==> config.mk <==
export PLATFORM = sky130hd
export DESIGN_NAME = key_range_sequencer
export DESIGN_NICKNAME = d
export VERILOG_FILES = /design/src/rtl/rc4_crack_pkg.sv /design/src/rtl/key_range_sequencer.sv
export SDC_FILE = /design/constraint.sdc
export NUM_CORES = 1
export LEC_CHECK = 0
export CAP_MARGIN = 20
export CORE_MARGIN = 2
export CORE_UTILIZATION = 47
export DETAILED_ROUTE_END_ITERATION = 10
export PLACE_DENSITY_LB_ADDON = 0.08
export SYNTH_ARGS = -nofsm -noshare
export SYNTH_HDL_FRONTEND = slang
export SYNTH_SLANG_ARGS = --single-unit
export TNS_END_PERCENT = 30
==> constraint.sdc <==
create_clock -name clk -period 2.9 [get_ports clk]
set_clock_uncertainty 0.05 [all_clocks]
set_input_delay 0.87 -clock clk [delete_from_list [all_inputs] [get_ports clk]]
set_output_delay 0.87 -clock clk [all_outputs]
set_load 0.005 [all_outputs]
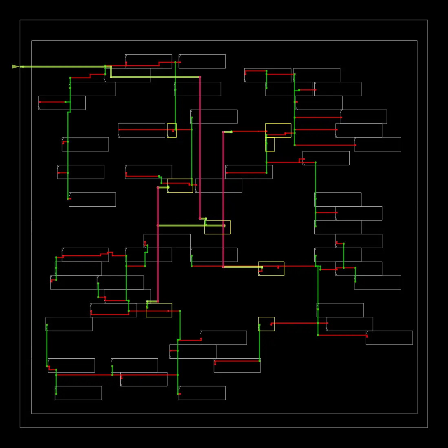
Figure 1: run 1, clock routing.
Clk. pwr: 416 uW
registers: 51
TritonCTS Sinks: 51
clk ins delay skew pair: 0.31 ns
CTS buffer count: 5

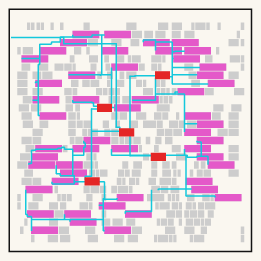
Figure 2: run 1, clock wires, drivers and flops.
Scale: 3 px per um.
clock wires -> cyan  # length 614 um
cells driving clock nets -> red  # count 5
flip-flops -> magenta  # count 51
routed clock nets = 6
flops lie = widely spread
Clock power frac: 0.248

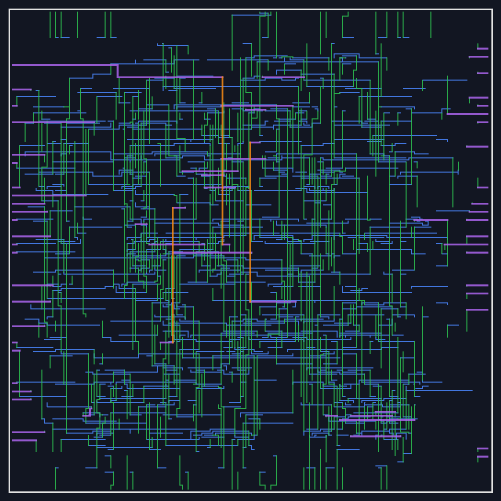
Figure 3: run 1, metal layers overlaid.
Scale: 6 px per um.
met3 -> purple  # wire length 316 um
met4 -> orange  # wire length 76.8 um
met2 -> green  # wire length 3,020 um
met1 -> blue  # wire length 2,900 um
total track usage: 0.213
Routed WL: 6310 um
via count: 2,350
DR WL/cell: 15.6 um

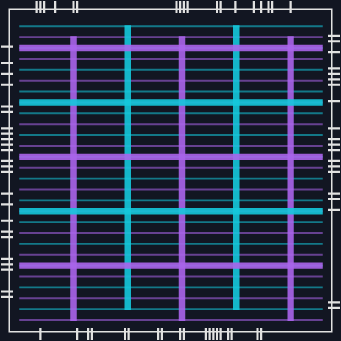
Figure 4: run 1, PDN straps and rails.
Scale: 4 px per um. Pins as bars on the die edge.
VDD -> cyan
VSS -> purple
met1 rails = 28
signal pins = 81
met5 straps = 5
Peak VDD IR: 0.000253 V
DIE WIDTH: 80.2 um
Core Region: 0.00557 mm^2
die height: 80.2 um

==> impl_metrics.py, run 1 <==
# Flow results
metrics = {
    "critical_path": {
        "critical-path-top-delay-family": "simple AND/OR/NAND/NOR gates",
        "setup.worst_path.start_class": "primary input",
        "slowest_delay_ns": 0.53,
        "ff2ff_path_depth": 5,
        "critPathCaptureType": "register",
        "cp_num_buf_inv": 1,
        "worstPathArrival_ns": 2.64,
        "slowest_stage": "or4_1",
        "critPathKind": "in2reg",
        "rrSetupSlack_ns": 0.64,
        "cp_max_fo": 12,
        "crit_required_ns": 3.09,
        "path_depth": 6,
        "crit_path_cell_trace": "clkdlybuf4s50_1, nand2b_1, nor3_4, o21ai_2, or4_1, a21oi_1",
    },
    "synth": {
        "common_cells": "51 x dfrtp_1, 28 x buf_4, 23 x a22o_1",
        "synth-edff-count": 0,
        "syn_inst": 275,
        "synthTopCellsByArea": "dfrtp_1 47%, buf_4 7.7%, a22o_1 7.4%",
        "ys_warn_count": 0,
        "mux_share": 0.00733,
        "ys_async_sr_fraction": 1.00,
        "yosysUniqueCellTypes": 46,
        "largest_area_cell": "dfrtp_1",
        "ys_ff": 51,
        "syn_area_per_cell_um2": 9.93,
        "ys_seq_frac": 0.467,
        "ys_area_mm2": 0.00273,
        "simple_gate_share": 0.201,
        "top_area_frac": 0.467,
        "topCombFamilyByArea": "AND-OR/OR-AND gates",
        "ys_sh_aoi": 0.202,
        "xor_share": 0.0128,
        "post-synth-top-count-cell": "dfrtp_1",
        "ys_sh_adder": 0.00458,
        "syn_area_mm2": 0.00273,
        "ys_cells": 275,
        "ff_type": "dfrtp_1",
    },
    "cells_and_area": {
        "clk_share": 0.0260,
        "final_core_util": 0.604,
        "clkbuf_count": 5,
        "syn_to_final_growth_pct": 23.4,
        "seq_share": 0.379,
        "bufAreaShareNonClock": 0.187,
        "num-nonclk-buffers": 66,
        "diodes": 0,
        "drive_above_1_share": 0.0781,
        "sh_comb_area": 0.377,
        "inv_count": 4,
        "nNetsFinal": 340,
        "dominant-cell-class": "flip-flops and latches",
        "lay_top_cells": "54 x clkdlybuf4s50_1, 51 x dfrtp_1, 26 x conb_1",
        "final_layout_top_logic_cell": "clkdlybuf4s50_1",
        "final_cells": 405,
        "num-fill-cells": 509,
        "comb.multi_input.count": 204,
        "fin_area_mm2": 0.00337,
        "regArea_mm2": 0.00128,
        "comb_area_mm2": 0.00127,
    },
    "global_routing": {
        "busiest_layer": "met2",
        "grt_max_degree": 27,
        "grt_first_pass_wirelength_um": 10700,
        "overflow": 0,
        "use_met1": 0.297,
        "met3_usage": 0.0348,
        "grt_pass1_vias": 2176,
        "gr-usage-met2": 0.343,
        "antenna_found_initial": 0,
    },
    "flow_run": {
        "drv_cap": 0,
        "warnings": 26,
    },
    "final_timing": {
        "fin_tns_setup_ns": 0,
        "hold_viol_final": 0,
        "setup_viol": 0,
        "period_used_share": 0.844,
        "rsz0062_at_grt": "no",
        "worst_pin_slew_ns": 0.889,
        "fin_hold_ws_ns": 0.434,
        "slew_headroom": 0.404,
        "fin_ws_ns": 0.451,
        "finalMaxSlewViolations": 0,
        "min_period_ns": 2.45,
        "fmax_mhz": 408,
    },
    "floorplanning": {
        "rows": 27,
        "tapCellCount": 72,
        "num_io_pins": 81,
        "fp_util": 0.490,
        "dieArea_mm2": 0.00644,
    },
    "placement": {
        "place_inst": 397,
        "place_congestion": 0.879,
        "port_buffers": 54,
        "hpwl_um": 4580,
        "dp_slack_ns": 0.126,
        "placed_area_mm2": 0.00328,
    },
    "pwr": {
        "seq-power_uw": 797,
        "maxPowerGroup": "registers",
        "switching_share": 0.344,
        "pwr-share-seq": 0.475,
        "leakagePower_nw": 1.52,
        "combPwrFrac": 0.277,
        "finalPower_mw": 1.68,
        "switchingPower_uw": 578,
        "intPower_mw": 1.10,
        "power.density_mw_per_mm2": 498,
        "p_comb_uw": 466,
    },
    "clock_tree": {
        "cts_resized": 0,
        "tritoncts": "built",
        "h-tree-depth": 2,
        "cts_setup_buffers": 0,
        "clk_transition_reported_paths_ns": 0.09,
        "cts.path.max_buffers": 2,
        "holdBufCountCts": 0,
        "clockRootBuffer": "clkbuf_8",
    },
    "detailed_routing": {
        "met2_length_um": 3020,
        "wl_met1_um": 2900,
        "route.detailed.drc": 0,
        "via_per_inst": 5.80,
        "firstDrtPassIters": 5,
        "ant_nets": 0,
        "wl_met3_um": 316,
        "highest_layer": "met4",
        "drt_iter0_drc": 106,
    },
    "worst_hold_path": {
        "whs_path_depth": 1,
        "holdCritPathClass": "reg2reg",
    },
    "status": {
        "outcome": "complete, no violations",
    },
}
Figure 5. Selected gate families (run 1).
Scale: 3 px per um.
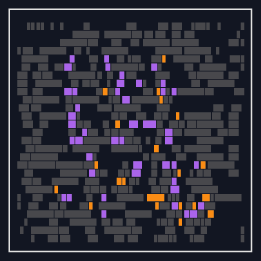

--- run 2 (diff from run 1) ---
CORE_UTILIZATION = 43   (was 47)
clock period = 2.15 ns   (was 2.9 ns; I/O delays follow)
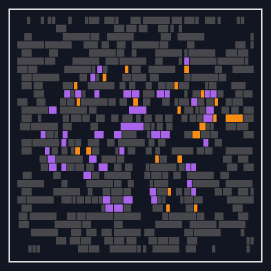
Figure 6: run 2, selected gate families.
Scale: 3 px per um.
NOR gates -> orange  # cells 21, most used nor2_1
inverting AOI/OAI gates -> purple  # cells 44, most used a21oi_1
fin cells: 450
combinational share of cell area: 0.353
most used logic cell in the final layout: clkdlybuf4s50_1

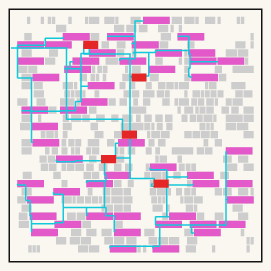
Figure 7: run 2, clock wires, drivers and flops.
Scale: 3 px per um.
clock wires -> cyan  # length 603 um
cells driving clock nets -> red  # count 5
flip-flops -> magenta  # count 51
routed clock nets = 6
clk ins delay skew pair: 0.30 ns
Clock power frac: 0.220
Clk. pwr: 530 uW

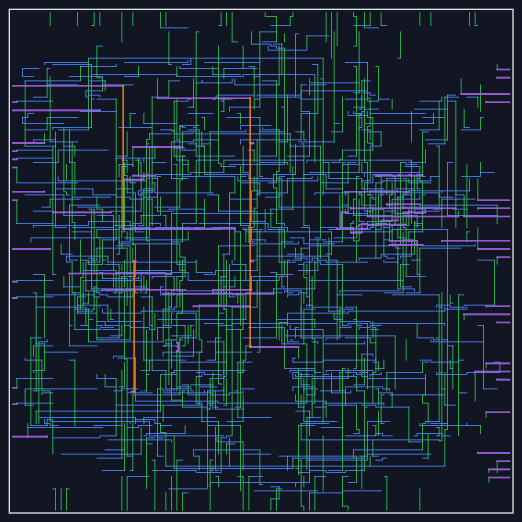
Figure 8: run 2, metal layers overlaid.
Scale: 6 px per um.
met4 -> orange  # wire length 87.0 um
met1 -> blue  # wire length 3,190 um
met3 -> purple  # wire length 385 um
met2 -> green  # wire length 3,120 um
via count: 2,473
total track usage: 0.199
Routed WL: 6780 um
DR WL/cell: 15.1 um

==> run 2 against run 1 <==
Synthesized cell count unchanged; global-route usage shrank 1.3 points; first-iteration DRC count increased by 64%; area after synthesis did not move; final cell count rose by 11%; clock power increased by 27%; sequential power is 29% higher; setup slack got worse by 0.39 ns; routed wire length rose by 7.4%; combinational power grew 83%; critical path type unchanged.
==> impl_metrics.py, run 2 <==
# Flow results
metrics = {
    "status": {
        "outcome": "complete, no violations",
    },
    "critical_path": {
        "path_depth": 7,
        "setup.worst_path.start_class": "primary input",
        "cp_max_fo": 10,
        "crit_path_cell_trace": "clkdlybuf4s50_1, nand2b_4, nor3_4, buf_6, o21ai_4, or4_1, a21oi_2",
        "ff2ff_path_depth": 6,
        "rrSetupSlack_ns": 0.09,
        "critPathCaptureType": "register",
        "crit_required_ns": 2.33,
        "slowest_delay_ns": 0.54,
        "cp_num_buf_inv": 2,
    },
    "detailed_routing": {
        "highest_layer": "met4",
        "wl_met3_um": 384,
        "route.detailed.drc": 0,
        "ant_nets": 0,
        "firstDrtPassIters": 5,
        "via_per_inst": 5.50,
        "met2_length_um": 3120,
        "drt_iter0_drc": 174,
    },
    "synth": {
        "common_cells": "51 x dfrtp_1, 28 x buf_4, 23 x a22o_1",
        "ys_sh_aoi": 0.202,
        "syn_area_mm2": 0.00273,
        "synthTopCellsByArea": "dfrtp_1 47%, buf_4 7.7%, a22o_1 7.4%",
        "yosysUniqueCellTypes": 46,
        "ys_seq_frac": 0.467,
        "syn_area_per_cell_um2": 9.93,
        "ys_warn_count": 0,
        "simple_gate_share": 0.201,
        "xor_share": 0.0128,
        "ys_ff": 51,
        "ys_sh_adder": 0.00458,
        "mux_share": 0.00733,
        "synth-edff-count": 0,
        "top_area_frac": 0.467,
        "ys_async_sr_fraction": 1.00,
        "ff_type": "dfrtp_1",
    },
    "clock_tree": {
        "cts_setup_buffers": 1,
        "cts_resized": 4,
        "cts.path.max_buffers": 2,
        "clk_transition_reported_paths_ns": 0.09,
        "numCtsBuffers": 5,
        "clockRootBuffer": "clkbuf_8",
        "h-tree-depth": 2,
        "holdBufCountCts": 0,
    },
    "final_timing": {
        "fin_hold_ws_ns": 0.443,
        "rsz0062_at_grt": "no",
        "period_used_share": 0.973,
        "setup_viol": 0,
        "fin_ws_ns": 0.0588,
        "min_period_ns": 2.09,
        "fmax_mhz": 478,
        "finalMaxSlewViolations": 0,
        "fin_tns_setup_ns": 0,
        "hold_viol_final": 0,
    },
    "worst_hold_path": {
        "whs_path_depth": 1,
        "holdCritPathClass": "reg2reg",
    },
    "pwr": {
        "p_comb_uw": 851,
        "switching_share": 0.328,
        "power.density_mw_per_mm2": 642,
        "pwr-share-seq": 0.427,
        "intPower_mw": 1.62,
        "switchingPower_uw": 790,
        "seq-power_mw": 1.03,
    },
    "global_routing": {
        "use_met1": 0.290,
        "gr-usage-met2": 0.309,
        "grt_first_pass_wirelength_um": 11500,
        "antenna_found_initial": 0,
        "overflow": 0,
        "grt_max_degree": 52,
        "met3_usage": 0.0326,
        "grt_pass1_vias": 2347,
    },
    "cells_and_area": {
        "clk_share": 0.0217,
        "bufAreaShareNonClock": 0.255,
        "lay_top_cells": "53 x clkdlybuf4s50_1, 51 x dfrtp_1, 49 x buf_4",
        "comb.multi_input.count": 204,
        "nNetsFinal": 380,
        "num-fill-cells": 541,
        "seq_share": 0.340,
        "inv_count": 4,
        "comb_area_mm2": 0.00133,
        "numSequentialCells": 51,
        "fin_area_mm2": 0.00375,
        "num-nonclk-buffers": 106,
    },
    "floorplanning": {
        "die_x_um": 83.7,
        "num_io_pins": 81,
        "rows": 29,
        "die_h_um": 83.7,
        "core_area_mm2": 0.00624,
        "fp_util": 0.438,
        "dieArea_mm2": 0.00701,
    },
    "flow_run": {
        "warnings": 27,
        "drv_cap": 0,
    },
    "placement": {
        "placed_area_mm2": 0.00361,
        "place_congestion": 0.821,
        "place_inst": 441,
        "hpwl_um": 4910,
    },
}
Power is estimated from default activity; no workload was simulated.
